==> config.mk <==
export PLATFORM = sky130hd
export DESIGN_NAME = map_state_memory
export DESIGN_NICKNAME = d
export VERILOG_FILES = /design/src/rtl/map_state_memory_pkg.sv /design/src/rtl/map_state_memory_layout.sv /design/src/rtl/map_state_memory.sv
export SDC_FILE = /design/constraint.sdc
export NUM_CORES = 2
export LEC_CHECK = 0
export CELL_PAD_IN_SITES_DETAIL_PLACEMENT = 1
export CELL_PAD_IN_SITES_GLOBAL_PLACEMENT = 2
export CORE_MARGIN = 2
export CORE_UTILIZATION = 50
export DETAILED_ROUTE_END_ITERATION = 6
export PLACE_DENSITY = 0.81
export SLEW_MARGIN = 30
export SYNTH_ARGS = -nofsm -noshare
export SYNTH_HDL_FRONTEND = slang
export SYNTH_SLANG_ARGS = --single-unit
==> constraint.sdc <==
create_clock -name clock_50 -period 26.7 [get_ports clock_50]
set_input_delay 5.34 -clock clock_50 [delete_from_list [all_inputs] [get_ports clock_50]]
set_output_delay 5.34 -clock clock_50 [all_outputs]
set_load 0.03 [all_outputs]
### Signal wires on met1

Bar = 100 µm. Supply wires on this layer in gray. Cells faint in the background.
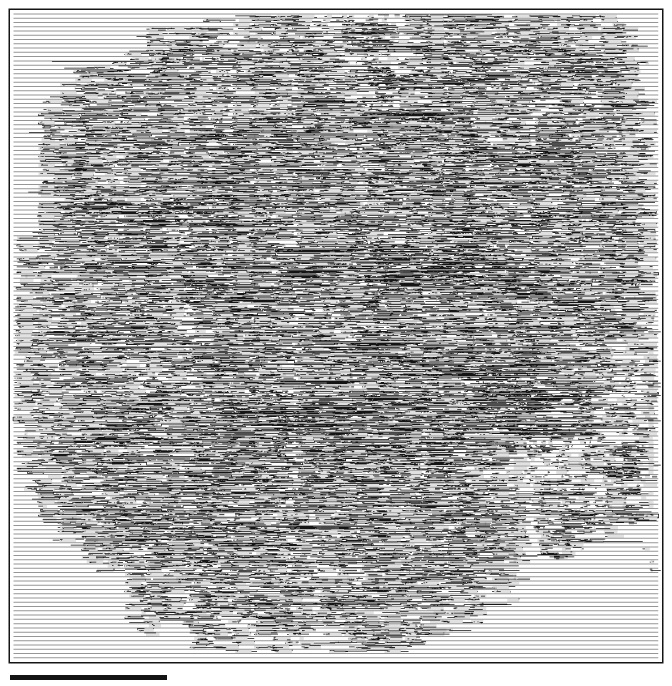
main direction	horizontal
nets with wire on the layer	4625
share of all routed wire	36%
longest straight run	89.9 µm
wire length on this layer	104 mm
final WL: 291000 µm
met1 track demand over resource in global routing: 45.1%
routed via count: 50400

### Routed metal, one color a layer

Two of the layers only.
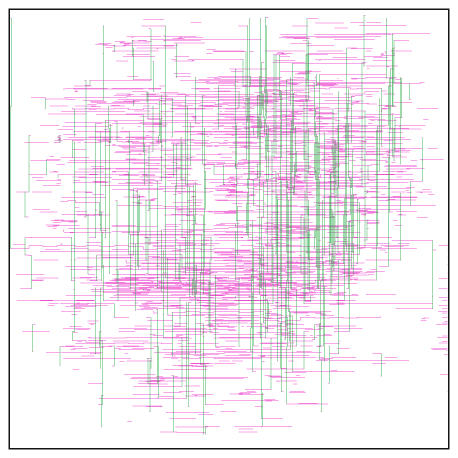
layer	color	wire length
metal 3	magenta	36.9 mm
metal 4	green	17700 µm
overall track demand over capacity in global routing: 33.8%
post-detailed-route wirelength per cell: 41.2 µm

==> report_table.html <==
<p>Metrics extracted from the flow reports.</p>
<table>
<tr><th>Metric</th><th>Value</th></tr>
<tr><th colspan="2">Critical path</th></tr>
<tr><td>Maximum fanout encountered on the critical timing path</td><td>33</td></tr>
<tr><td>Element type at the critical path end</td><td>flop</td></tr>
<tr><td>Cell count of the worst reg-to-reg path</td><td>14</td></tr>
<tr><td>Data required time of the worst path</td><td>27430 ps</td></tr>
<tr><td>Setup slack, reg-to-reg</td><td>19870 ps</td></tr>
<tr><td>Startpoint Class</td><td>input port</td></tr>
<tr><td>Setup Crit Path Kind</td><td>input port to flop</td></tr>
<tr><th colspan="2">Synth</th></tr>
<tr><td>Proportion of netlist area held by the largest area contributor</td><td>62.4%</td></tr>
<tr><td>Post-synthesis cell type with the largest combined area</td><td>sky130_fd_sc_hd__edfxtp_1</td></tr>
<tr><td>Async S/R FF share, synth</td><td>2.49%</td></tr>
<tr><td>Ys flop type</td><td>sky130_fd_sc_hd__edfxtp_1</td></tr>
<tr><td>XORs/XNORs by Area</td><td>0.330%</td></tr>
<tr><td>Commonest cells in the synthesized netlist</td><td>sky130_fd_sc_hd__edfxtp_1, sky130_fd_sc_hd__mux4_2, sky130_fd_sc_hd__nor2_1</td></tr>
<tr><td>Yosys aoi share</td><td>3.04%</td></tr>
<tr><td>Cell with the most instances after synthesis</td><td>sky130_fd_sc_hd__edfxtp_1</td></tr>
<tr><td>Leading cell types by total area after synthesis</td><td>sky130_fd_sc_hd__edfxtp_1, sky130_fd_sc_hd__mux4_2, sky130_fd_sc_hd__nor2_1</td></tr>
<tr><td>Multiplexer share of the synthesized area</td><td>23.9%</td></tr>
<tr><td>Post-synthesis cell area</td><td>84900 µm²</td></tr>
<tr><td>Basic-gate share of the synthesized area counting and, or, nand and nor cells</td><td>4.80%</td></tr>
<tr><td>EDFF count, synth</td><td>1764</td></tr>
<tr><td>Adder-cell share of the synthesized area</td><td>1.57%</td></tr>
<tr><td>Floorplan net count</td><td>4796</td></tr>
<tr><td>Synthesized area per cell</td><td>18.2 µm²</td></tr>
<tr><td>Top logic family</td><td>multiplexers</td></tr>
<tr><td>Area reported by Yosys stat</td><td>84900 µm²</td></tr>
<tr><td>Synthesis warning total</td><td>0</td></tr>
<tr><th colspan="2">Floorplanning</th></tr>
<tr><td>Pre-placement core utilization</td><td>50.2%</td></tr>
<tr><td>Chip Height</td><td>416 µm</td></tr>
<tr><td>Die width</td><td>416 µm</td></tr>
<tr><td>Num rows</td><td>151</td></tr>
<tr><td>Core region area</td><td>169000 µm²</td></tr>
<tr><td>I/O pin count</td><td>45</td></tr>
<tr><th colspan="2">CTS</th></tr>
<tr><td>Post-CTS Repair Setup Buffers</td><td>0</td></tr>
<tr><td>Maximum buffer depth of the clock tree</td><td>3</td></tr>
<tr><td>CTS tree</td><td>built</td></tr>
<tr><td>Root Buffer Master</td><td>sky130_fd_sc_hd__clkbuf_16</td></tr>
<tr><td>Quantity of hold-fixing buffers added after cts</td><td>0</td></tr>
<tr><td>Clock latency of the later-clocked register in the worst-skew pair</td><td>880 ps</td></tr>
<tr><td>Number of resized instances in the post-cts repair step</td><td>0</td></tr>
<tr><th colspan="2">Finish</th></tr>
<tr><td>Highest-count cells in the layout ignoring fill and taps</td><td>sky130_fd_sc_hd__edfxtp_1, sky130_fd_sc_hd__mux4_2, sky130_fd_sc_hd__nor2_1</td></tr>
<tr><td>Max FFs per register</td><td>1764</td></tr>
<tr><td>Reg area</td><td>54100 µm²</td></tr>
<tr><td>Most frequent standard cell in the layout excluding fill and tap cells</td><td>sky130_fd_sc_hd__edfxtp_1</td></tr>
<tr><td>Multi-input combinational cell count</td><td>2432</td></tr>
<tr><td>Inverter count</td><td>65</td></tr>
<tr><td>Relative area of clock buffers and inverters in the final design</td><td>6.62%</td></tr>
<tr><td>Comb/total area</td><td>30.8%</td></tr>
<tr><td>Area growth from synthesis to final layout</td><td>10.5%</td></tr>
<tr><td>Post-route design area</td><td>93800 µm²</td></tr>
<tr><td>Final layout net count</td><td>4788</td></tr>
<tr><th colspan="2">Job</th></tr>
<tr><td>Tool warning count</td><td>62</td></tr>
<tr><td>Maxcap violations</td><td>0</td></tr>
<tr><th colspan="2">Timing</th></tr>
<tr><td>Setup slack after layout</td><td>15390 ps</td></tr>
<tr><td>Setup TNS</td><td>0 ps</td></tr>
<tr><td>Slew at the pin closest to its max-slew limit</td><td>1140 ps</td></tr>
<tr><td>Worst slew margin relative to its limit</td><td>24.1%</td></tr>
<tr><td>Maximum frequency from static timing analysis</td><td>0.0884 GHz</td></tr>
<tr><td>RSZ-0062 raised after global routing</td><td>no</td></tr>
<tr><td>Post-Route Skew</td><td>84.8 ps</td></tr>
<tr><th colspan="2">Global route</th></tr>
<tr><td>Residual overflow from global routing</td><td>0</td></tr>
<tr><td>First-pass GRT wire length</td><td>407000 µm</td></tr>
<tr><td>Largest net degree at the start of global routing</td><td>120</td></tr>
<tr><td>Antenna violations before repair</td><td>21</td></tr>
<tr><th colspan="2">Detailed routing</th></tr>
<tr><td>Post-route DRC violation count</td><td>0</td></tr>
<tr><td>Number of iterations in the first detailed-routing pass</td><td>6</td></tr>
<tr><td>Remaining antenna violation count after routing</td><td>0</td></tr>
<tr><th colspan="2">Status</th></tr>
<tr><td>Outcome</td><td>finished, final reports clean</td></tr>
<tr><th colspan="2">Hold path</th></tr>
<tr><td>Worst Hold Path Cells</td><td>2</td></tr>
</table>
[metal layers]
layer  vias up  GRT usage (%)  part of all wire (%)
met3       750           10.6                    13
li1      19300              -                     -
met1     26700           45.1                    36
met5         -              0                  0.12
met4        28           17.9                   6.1
met2      3600           50.1                    45
